==> src/rtl/ripple_adder_pkg.sv <==
// Shared constants and golden add function for ripple_adder.
// RIPPLE_ADDER_OVF_EN enables the registered signed-overflow port.
package ripple_adder_pkg;

  localparam int RIPPLE_ADDER_DEFAULT_WIDTH = 4;

  // Returns {cout,o} zero-extended to 33 bits; callers slice to WIDTH+1.
  function automatic logic [32:0] ref_add(
    input logic [31:0] a,
    input logic [31:0] b,
    input logic        cin
  );
    return {1'b0, a} + {1'b0, b} + {32'd0, cin};
  endfunction

endpackage

==> src/rtl/ripple_adder_full_adder.sv <==
// One-bit combinational full adder, the cell of the ripple chain.
// RIPPLE_ADDER_OVF_EN does not affect this cell.
module full_adder (
  input  logic a,
  input  logic b,
  input  logic ci,
  output logic s,
  output logic co
);

  logic p;

  assign p  = a ^ b;
  assign s  = p ^ ci;
  assign co = (a & b) | (ci & p);

endmodule

==> src/rtl/ripple_adder.sv <==
// Registered WIDTH-bit ripple-carry adder with carry in/out.
// Define RIPPLE_ADDER_OVF_EN to add the registered ovf output.
module ripple_adder
  import ripple_adder_pkg::*;
#(
  parameter int WIDTH = RIPPLE_ADDER_DEFAULT_WIDTH
) (
  input  logic             clk,
  input  logic             rst_n,
  input  logic             in_valid,
  input  logic [WIDTH-1:0] a,
  input  logic [WIDTH-1:0] b,
  input  logic             cin,
  output logic [WIDTH-1:0] o,
  output logic             cout,
`ifdef RIPPLE_ADDER_OVF_EN
  output logic             ovf,
`endif
  output logic             out_valid
);

  logic [WIDTH:0]   c;
  logic [WIDTH-1:0] s;

  assign c[0] = cin;

  for (genvar i = 0; i < WIDTH; i++) begin : g_fa
    full_adder u_fa (
      .a  (a[i]),
      .b  (b[i]),
      .ci (c[i]),
      .s  (s[i]),
      .co (c[i+1])
    );
  end

  logic [WIDTH-1:0] o_q, o_d;
  logic             cout_q, cout_d;
  logic             vld_q, vld_d;

  always_comb begin
    o_d    = o_q;
    cout_d = cout_q;
    vld_d  = 1'b0;
    if (in_valid) begin
      o_d    = s;
      cout_d = c[WIDTH];
      vld_d  = 1'b1;
    end
  end

  // Reset wins over in_valid, so a pending op is dropped.
  always_ff @(posedge clk) begin
    if (!rst_n) begin
      o_q    <= '0;
      cout_q <= 1'b0;
      vld_q  <= 1'b0;
    end else begin
      o_q    <= o_d;
      cout_q <= cout_d;
      vld_q  <= vld_d;
    end
  end

  assign o         = o_q;
  assign cout      = cout_q;
  assign out_valid = vld_q;

`ifdef RIPPLE_ADDER_OVF_EN
  logic ovf_q, ovf_d;

  always_comb begin
    ovf_d = ovf_q;
    if (in_valid) ovf_d = c[WIDTH] ^ c[WIDTH-1];
  end

  always_ff @(posedge clk) begin
    if (!rst_n) ovf_q <= 1'b0;
    else        ovf_q <= ovf_d;
  end

  assign ovf = ovf_q;
`endif

endmodule

==> config.mk <==
export PLATFORM = sky130hd
export DESIGN_NAME = ripple_adder
export DESIGN_NICKNAME = d
export VERILOG_FILES = /design/src/rtl/ripple_adder_pkg.sv /design/src/rtl/ripple_adder_full_adder.sv /design/src/rtl/ripple_adder.sv
export SDC_FILE = /design/constraint.sdc
export NUM_CORES = 1
export LEC_CHECK = 0
export CAP_MARGIN = 10
export CORE_AREA = 2 2 39 41
export CTS_CLUSTER_DIAMETER = 150
export DETAILED_ROUTE_END_ITERATION = 6
export DIE_AREA = 0 0 41 43
export PLACE_DENSITY = 0.56
export SYNTH_ARGS = -nofsm -noshare
export SYNTH_HDL_FRONTEND = slang
export SYNTH_SLANG_ARGS = --single-unit
==> constraint.sdc <==
create_clock -name clk -period 7.2 [get_ports clk]
set_input_delay 1.8 -clock clk [delete_from_list [all_inputs] [get_ports clk]]
set_output_delay 1.8 -clock clk [all_outputs]
set_load 0.05 [all_outputs]
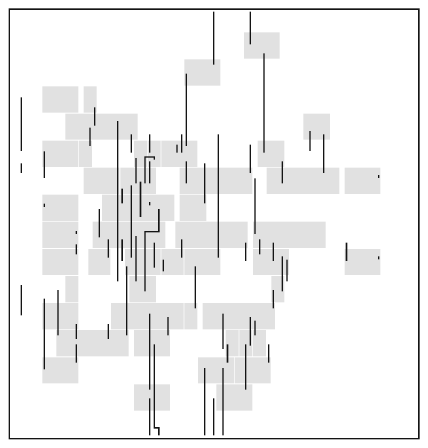
Run 1: metal 2
Cells faint in the background.
wire length on this layer = 238 µm
nets with wire on the layer = 56
main direction = vertical
longest straight run = 16.0 µm
share of all routed wire = 45%
via count of the routed design: 262
met2 Resource Use GR: 0.1000

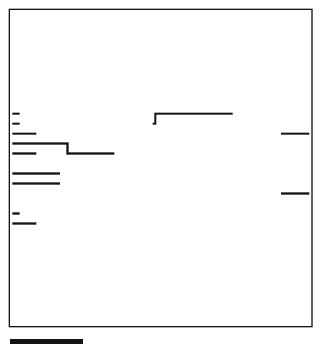
Run 1: metal 3
The bar under the picture is 10 µm long.
longest straight run = 10.3 µm
main direction = horizontal
met3 demand-to-capacity share in global routing: 0.07853
WL final: 531 µm

==> impl_report.txt, run 1 <==
==== FLOW RESULTS ====
----------------------------------------------------
[Run status]
  Status ........................ complete, no violations

[Final layout]
  Layout area overhead ........................ 63.14%
  Cell area after layout ........................ about 520 µm²
  Flip-flop count of the largest register after layout ........................ 4
  Number of nets in the finished design ........................ 66
  Share of layout cells above drive strength 1 ........................ 0.08333
  Count of non-filler cells in the finished layout ........................ ~64
  Filler cell count ........................ 162
  Number of antenna repair diodes ........................ 0

[CTS]
  Max Root-Sink Buffers ........................ 2
  Clock tree from TritonCTS ........................ built
  Total CTS buffers ........................ 3
  Post-CTS Repair Setup Buffers ........................ 0
  Clk ins delay skew pair ........................ around 0.24 ns
  Buffer cell driving the clock tree root ........................ sky130_fd_sc_hd__clkbuf_4
  Htree depth ........................ 1
  Clk sinks ........................ 6
  Hold Buf Count CTS ........................ 0
  Post-CTS Resized ........................ 0
  Clock-pin slew of the registers on the worst-case setup and hold paths ........................ approximately 0.040 ns

[Final timing]
  Worst hold margin ........................ 0.4811 ns
  Final critical path time including I/O delays and setup ........................ 3.722 ns
  Share of the clock period used by the worst path ........................ 0.5170
  Setup total negative slack ........................ 0 ns
  Final hold vios ........................ 0
  Final setup fails ........................ 0
  Pin slew with the least headroom to its limit ........................ about 0.5 ns
  Total count of max-transition violations in the final report ........................ 0
  Smallest setup slack after layout ........................ 3.478 ns
  Setup clock skew after layout ........................ 0 ns
  Highest attainable clock frequency ........................ about 0.27 GHz
  Unrepaired setup endpoints after global routing ........................ false
  Max transition margin ........................ 0.6658

[Hold path]
  Class of the most critical hold timing path ........................ reg2reg
  Hold Crit Endpoint ........................ o[0]$_SDFFE_PN0P_
  Hold Path Origin ........................ o[0]$_SDFFE_PN0P_
  Worst hold path stage count ........................ 1

[Setup path]
  Crit end category ........................ register
  WP buf/inv ........................ 4
  Destination of the critical timing path ........................ o[3]$_SDFFE_PN0P_
  Worst-path cell with the longest stage delay ........................ sky130_fd_sc_hd__fa_1
  Cell repeated most along the worst path ........................ sky130_fd_sc_hd__fa_1
  Type of element launching the critical path ........................ primary input
  Origin of the worst setup path ........................ a[0]
  Reg-to-Reg End ........................ o[3]$_SDFFE_PN0P_
  Worst reg-to-reg path cell count ........................ 1
  Setup slack of the worst register-to-register path ........................ around 6.6 ns
  Maximum fanout count along the critical path ........................ 1
  Crit path largest cell delay ........................ 0.40 ns
  Category of cells accounting for the largest share of critical-path delay ........................ adder cells
  Required @ worst endpoint ........................ between 7 and 8 ns
  Crit path cell chain ........................ clkdlybuf4s50_1 -> inv_1 -> fa_1 -> inv_1 -> fa_1 -> fa_1 -> inv_1 -> fa_1 -> nand2_1 -> o211a_1
  Instance count on the critical path ........................ 10
  Category of the critical setup timing path ........................ in2reg
  Startpoint of the worst register-to-register path ........................ o[3]$_SDFFE_PN0P_
  Crit path DAT ........................ 3.91 ns

[Logic synthesis]
  Multiplexer share of the synthesized area ........................ 0.06275
  Area fraction in xor and xnor cells ........................ 0
  Adder share ........................ 0.2510
  Synth flops ........................ 6
  Largest cells by area ........................ sky130_fd_sc_hd__dfxtp_1 38%, sky130_fd_sc_hd__fa_1 25%, sky130_fd_sc_hd__o211a_1 9.4%
  YS warnings ........................ 0
  Main logic family ........................ adder cells
  Area share of and/or/nand/nor cells after synthesis ........................ 0.09804
  Count of mapped cells out of synthesis ........................ 29
  Syn_nets ........................ approximately 45
  Dominant cell area share ........................ 0.3765
  Area leader, netlist ........................ sky130_fd_sc_hd__dfxtp_1
  Distinct cells, synth ........................ 9
  Average instance area after synthesis ........................ 11.00 µm²
  Yosys cell count ........................ 29
  Cell area after synthesis ........................ about 320 µm²
  Sequential element share of the synthesized area ........................ 0.3765
  Compound-cell area share of the yosys netlist ........................ 0.09412
  YS chip area ........................ roughly 320 µm²

[Pwr]
  Switching part of the total ........................ 0.3043
  Power density cells ........................ just under 200 nW/µm²
  Internal Dissipation ........................ 0.07015 mW
  VDD IR-drop max ........................ between 0.1 and 0.15 mV
  Power, Total ........................ 0.1008 mW
  Combinational Power Share ........................ 0.323
  Sequential share of power ........................ 0.376
  Switching power ........................ about 0.03 mW
  Share of power burned in the clock network ........................ 0.301
  Static leakage ........................ about 0.25 nW

[GRT]
  Number of global-route vias before repair ........................ 249
  Pin count of the biggest net entering global routing ........................ 10
  Global-route wire length before repair ........................ 986 µm
  Sum of overflow across all layers after global routing ........................ 0
  Antenna violations before repair ........................ 0

[Detailed routing]
  Pre-Repair DR Iteration Count ........................ 2
  Remaining DRCs ........................ 0
  Average routed wire per standard cell ........................ between 8 and 9 µm
  Per-cell via count in the routed design ........................ 4.094
  Remaining antenna violation count ........................ 0
  Drt first-iter violations ........................ 2

[Placement]
  Number of buffer cells added on primary ports ........................ 17
  Placed Instances ........................ around 61
  Final RePlAce weighted congestion ........................ 0.6012
  Post-Place Worst Slack ........................ approximately 3.2 ns
  Area after detailed placement ........................ approximately 500 µm²

[Floorplanning]
  Core ar. ........................ about 1400 µm²
  Horizontal extent of the die ........................ between 40 and 50 µm
  Floorplan utilization ........................ 0.2306
  Total number of placement rows ........................ 14
  DIE HEIGHT ........................ ~43 µm
  I/O pin count ........................ 18
  Die Area ........................ between 1500 and 2000 µm²

[Flow run]
  Number of warnings in the stage logs ........................ 26
  Number of max-cap violations ........................ 0

----------------------------------------------------
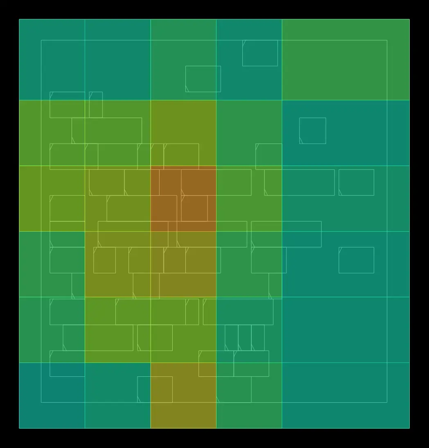
Run 1: congestion heat map
met1 track demand over resource: 0.1155
GRT Util Overall: 0.08907
busiest layer in global routing: met1
final standard cell utilization of the core: 0.3761

run 1: cells in the final DEF (no fill, tap or decap):
master                             n
sky130_fd_sc_hd__clkbuf_4          3
sky130_fd_sc_hd__clkdlybuf4s50_1  17
sky130_fd_sc_hd__fa_1              4
sky130_fd_sc_hd__nand2_1           3
sky130_fd_sc_hd__mux2i_1           2
sky130_fd_sc_hd__inv_1             7
sky130_fd_sc_hd__o211a_1           3
sky130_fd_sc_hd__nor2b_1           2
sky130_fd_sc_hd__dfxtp_1           6
sky130_fd_sc_hd__and2_2            1
run 1: power by group through the flow:
| stage | registers [mW] | logic, mW | clock network, mW |
|---|---|---|---|
| global route | 0.0381 | 0.0354 | 0.0347 |
| detailed placement | 0.0383 | 0.0331 | 0 |
| finish | 0.0379 | 0.0325 | 0.0303 |
| CTS | 0.0379 | 0.0332 | 0.0325 |
| global placement | 0.0384 | 0.0332 | 0 |
| floorplan | 0.0487 | 0.00929 | 0 |
run 1: layout make-up:
type / count / area (µm²) / share of cell area
clock buffers: 3 / 22.52 / 0.04327
inverters: 7 / 26.28 / 0.05048
multi-input cells: 15 / 161.4 / 0.3101
flip-flops and latches: 6 / 120.1 / 0.2308
well taps: 16 / 20.02 / 0.03846
repair buffers: 17 / 170.2 / 0.3269
run 1: per-layer routing:
layer  GRT usage  wire length, µm
met1      0.1155              236
met2      0.1000              237
met3     0.07853               57
met4     0.04000                0
met5           0                0
run 1: synth_stat cells:
cell and n:
sky130_fd_sc_hd__and2_2 1, sky130_fd_sc_hd__fa_1 4, sky130_fd_sc_hd__nor2b_1 2, sky130_fd_sc_hd__inv_1 7
sky130_fd_sc_hd__mux2i_1 2, sky130_fd_sc_hd__nand2_1 3, sky130_fd_sc_hd__buf_6 1, sky130_fd_sc_hd__dfxtp_1 6
sky130_fd_sc_hd__o211a_1 3
Run 1, gate-type map:
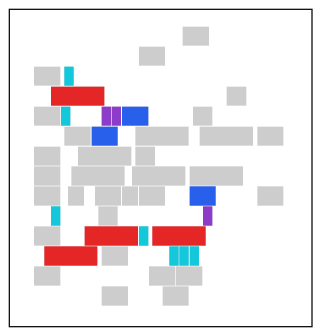

==> run 1 -> run 2 <==
==> constraint.sdc (replaced) <==
create_clock -name clk -period 3.8 [get_ports clk]
set_input_delay 0.95 -clock clk [delete_from_list [all_inputs] [get_ports clk]]
set_output_delay 0.95 -clock clk [all_outputs]
set_load 0.05 [all_outputs]
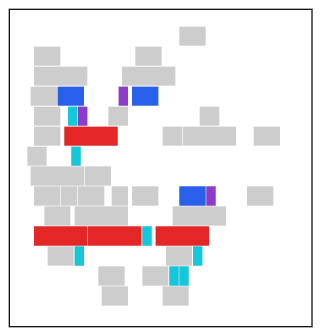
Run 2: gate-type map
purple -> NAND gates  # cells 3
red -> adder and majority cells  # cells 4
blue -> AND-OR and OR-AND gates  # cells 3
cyan -> inverters  # cells 7
count of non-filler cells in the finished layout: 64
commonest non-fill, non-tap cell in the layout: sky130_fd_sc_hd__clkdlybuf4s50_1
combinational fraction of the cell area: 0.3101

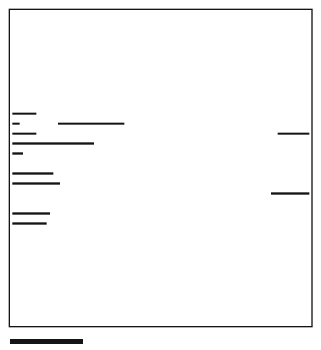
Run 2: metal 3
The bar under the picture is 10 µm long.
nets with wire on the layer = 12
main direction = horizontal
share of all routed wire = 10%
wire length on this layer = 57.0 µm
via count of the routed design: 245
WL final: 545 µm

==> impl_report.txt, run 2 <==
==== FLOW RESULTS ====
----------------------------------------------------
[Run status]
  Status ........................ complete, no violations

[Pwr]
  Static leakage ........................ 0.2503 nW (unchanged)
  VDD IR-drop max ........................ 0.1771 mV (+58%)
  Power density cells ........................ 367.7 nW/µm² (+90%)
  Power, Total ........................ 0.1914 mW (+90%)

[Setup path]
  Crit end category ........................ register
  WP buf/inv ........................ 4 (unchanged)
  Crit path largest cell delay ........................ 0.40 ns (about the same)
  Crit path DAT ........................ 3.06 ns (-0.85 ns)
  Cell repeated most along the worst path ........................ sky130_fd_sc_hd__fa_1
  Worst-path cell with the longest stage delay ........................ sky130_fd_sc_hd__fa_1
  Required @ worst endpoint ........................ 3.99 ns (-3.40 ns)
  Category of the critical setup timing path ........................ in2reg
  Crit path cell chain ........................ clkdlybuf4s50_1 -> inv_1 -> fa_1 -> inv_1 -> fa_1 -> fa_1 -> inv_1 -> fa_1 -> nand2_1 -> o211a_1
  Category of cells accounting for the largest share of critical-path delay ........................ adder cells
  Maximum fanout count along the critical path ........................ 1 (unchanged)
  Type of element launching the critical path ........................ primary input

[Logic synthesis]
  Proportion of synthesized flip-flops having asynchronous set or reset ........................ 0 (unchanged)
  Most frequent cell after synthesis ........................ sky130_fd_sc_hd__inv_1
  Largest cells by area ........................ sky130_fd_sc_hd__dfxtp_1 38%, sky130_fd_sc_hd__fa_1 25%, sky130_fd_sc_hd__o211a_1 9.4%
  YS chip area ........................ 319.1 µm² (unchanged)
  Count of mapped cells out of synthesis ........................ 29 (unchanged)
  Top cells by instance count after synthesis ........................ 7 x sky130_fd_sc_hd__inv_1, 6 x sky130_fd_sc_hd__dfxtp_1, 4 x sky130_fd_sc_hd__fa_1
  Average instance area after synthesis ........................ 11.00 µm² (unchanged)
  Syn_nets ........................ 45 (unchanged)
  Primary FF master, synth ........................ sky130_fd_sc_hd__dfxtp_1
  Post-synth tally of flip-flops with integrated enable ........................ 0 (unchanged)
  Area leader, netlist ........................ sky130_fd_sc_hd__dfxtp_1
  Distinct cells, synth ........................ 9 (unchanged)
  Dominant cell area share ........................ 0.3765 (unchanged)
  Synth flops ........................ 6 (unchanged)
  Sequential element share of the synthesized area ........................ 0.3765 (unchanged)
  YS warnings ........................ 0 (unchanged)
  Yosys cell count ........................ 29 (unchanged)
  Cell area after synthesis ........................ 319.1 µm² (unchanged)

[Placement]
  Dpl hpwl ........................ 428.1 µm
  Placed Instances ........................ 61 (unchanged)
  Post-Place Worst Slack ........................ 0.6544 ns (-2.555 ns)
  Area after detailed placement ........................ 498.0 µm² (unchanged)
  Final RePlAce weighted congestion ........................ 0.5795 (-3.6%)
  Number of buffer cells added on primary ports ........................ 17 (unchanged)

[Floorplanning]
  DIE HEIGHT ........................ 43 µm (unchanged)
  Core ar. ........................ 1384 µm² (unchanged)
  Die Area ........................ 1763 µm² (unchanged)
  Total number of placement rows ........................ 14 (unchanged)
  Floorplan utilization ........................ 0.2306 (unchanged)
  Horizontal extent of the die ........................ 41 µm (unchanged)
  I/O pin count ........................ 18 (unchanged)

[Final timing]
  Smallest setup slack after layout ........................ 0.9305 ns (-2.547 ns)
  Worst hold margin ........................ 0.4785 ns (-0.002585 ns)
  Final critical path time including I/O delays and setup ........................ ~2.9 ns
  Final setup fails ........................ 0 (unchanged)
  Max transition margin ........................ 0.6639 (-0.001836)
  Final hold vios ........................ 0 (unchanged)
  Highest attainable clock frequency ........................ 0.3485 GHz
  Setup total negative slack ........................ 0 ns (unchanged)
  Total count of max-transition violations in the final report ........................ 0 (unchanged)
  Setup clock skew after layout ........................ 0 ns (unchanged)
  Unrepaired setup endpoints after global routing ........................ false
  Share of the clock period used by the worst path ........................ 0.7551
  Pin slew with the least headroom to its limit ........................ 0.5025 ns (+0.002745 ns)

[Final layout]
  Layout area overhead ........................ 63.14% (unchanged)
  Flip-flop count of the largest register after layout ........................ 4 (unchanged)
  Share of layout cells above drive strength 1 ........................ 0.08333 (unchanged)
  Commonest non-fill, non-tap cells in the layout ........................ 17 x sky130_fd_sc_hd__clkdlybuf4s50_1, 7 x sky130_fd_sc_hd__inv_1, 6 x sky130_fd_sc_hd__dfxtp_1
  Final standard cell utilization of the core ........................ 0.3761 (unchanged)
  Number of antenna repair diodes ........................ 0 (unchanged)
  Cell area after layout ........................ 520.5 µm² (unchanged)
  Number of nets in the finished design ........................ 66 (unchanged)

[GRT]
  GRT Util Overall ........................ 0.08595 (-0.003123)
  Sum of overflow across all layers after global routing ........................ 0 (unchanged)
  Antenna violations before repair ........................ 0 (unchanged)
  Global-route wire length before repair ........................ 952 µm (-3.4%)
  Number of global-route vias before repair ........................ 240 (-3.6%)
  Pin count of the biggest net entering global routing ........................ 10 (unchanged)

[Flow run]
  Number of warnings in the stage logs ........................ 26 (unchanged)
  Number of max-cap violations ........................ 0 (unchanged)

[CTS]
  Max Root-Sink Buffers ........................ 2 (unchanged)
  Clk sinks ........................ 6 (unchanged)
  Clock-pin slew of the registers on the worst-case setup and hold paths ........................ 0.05 ns (about the same)
  Buffer cell driving the clock tree root ........................ sky130_fd_sc_hd__clkbuf_4
  Clk ins delay skew pair ........................ 0.24 ns (about the same)
  Hold Buf Count CTS ........................ 0 (unchanged)
  Clock tree from TritonCTS ........................ built
  Htree depth ........................ 1 (unchanged)
  Post-CTS Resized ........................ 0 (unchanged)
  Total CTS buffers ........................ 3 (unchanged)
  Post-CTS Repair Setup Buffers ........................ 0 (unchanged)

[Hold path]
  Class of the most critical hold timing path ........................ reg2reg

[Detailed routing]
  Drt first-iter violations ........................ 3 (+1)
  Remaining DRCs ........................ 0 (unchanged)
  Average routed wire per standard cell ........................ 8.516 µm (+2.6%)
  Per-cell via count in the routed design ........................ 3.828 (-6.5%)
  Pre-Repair DR Iteration Count ........................ 4 (+2)
  Remaining antenna violation count ........................ 0 (unchanged)

----------------------------------------------------
==> run 2: where the power goes <==
| group | internal (mW) | leakage [nW] | switching (mW) |
|---|---|---|---|
| Clock | 0.0357 | 0.0138 | 0.0226 |
| Sequential | 0.0689 | 0.0498 | 0.00258 |
| Combinational | 0.0283 | 0.187 | 0.0334 |
| Total | 0.133 | 0.250 | 0.0585 |
==> run 2: cell type report <==
type | count | area [µm²]
Clock buffer | 3 | 22.52
Fill cell | 143 | 863.3
Inverter | 7 | 26.28
Multi-Input combinational cell | 15 | 161.4
Sequential cell | 6 | 120.1
Tap cell | 16 | 20.02
Timing Repair Buffer | 17 | 170.2
==> run 2: kinds of logic (layout without fill, tap and decap cells) <==
family,count (synthesis),in the layout,synth area share
compound gates,3,3,0.09412
buf+inv,8,27,0.1177
mux,2,2,0.06275
flops,6,6,0.3765
fa+ha+maj,4,4,0.2510
simple gates,6,6,0.09804
==> run 2: path summary, 6_finish.rpt <==
kind                startpoint                end  slack, ns  cells after the start
max                       a[0]  o[3]$_SDFFE_PN0P_       0.93                     10
max reg2reg  o[3]$_SDFFE_PN0P_  o[3]$_SDFFE_PN0P_       3.18                      1
min reg2reg  cout$_SDFFE_PN0P_  cout$_SDFFE_PN0P_       0.48                      1
min          cout$_SDFFE_PN0P_  cout$_SDFFE_PN0P_       0.48                      1
==> run 2: per-layer routing <==
layer | GRT usage | vias to the layer above | routed length, µm
li1 | - | 127 | -
met1 | 0.09539 | 105 | 241
met2 | 0.1094 | 13 | 246
met3 | 0.07853 | 0 | 57
met4 | 0.04000 | 0 | 0
met5 | 0 | - | 0
Power is estimated from default activity; no workload was simulated.
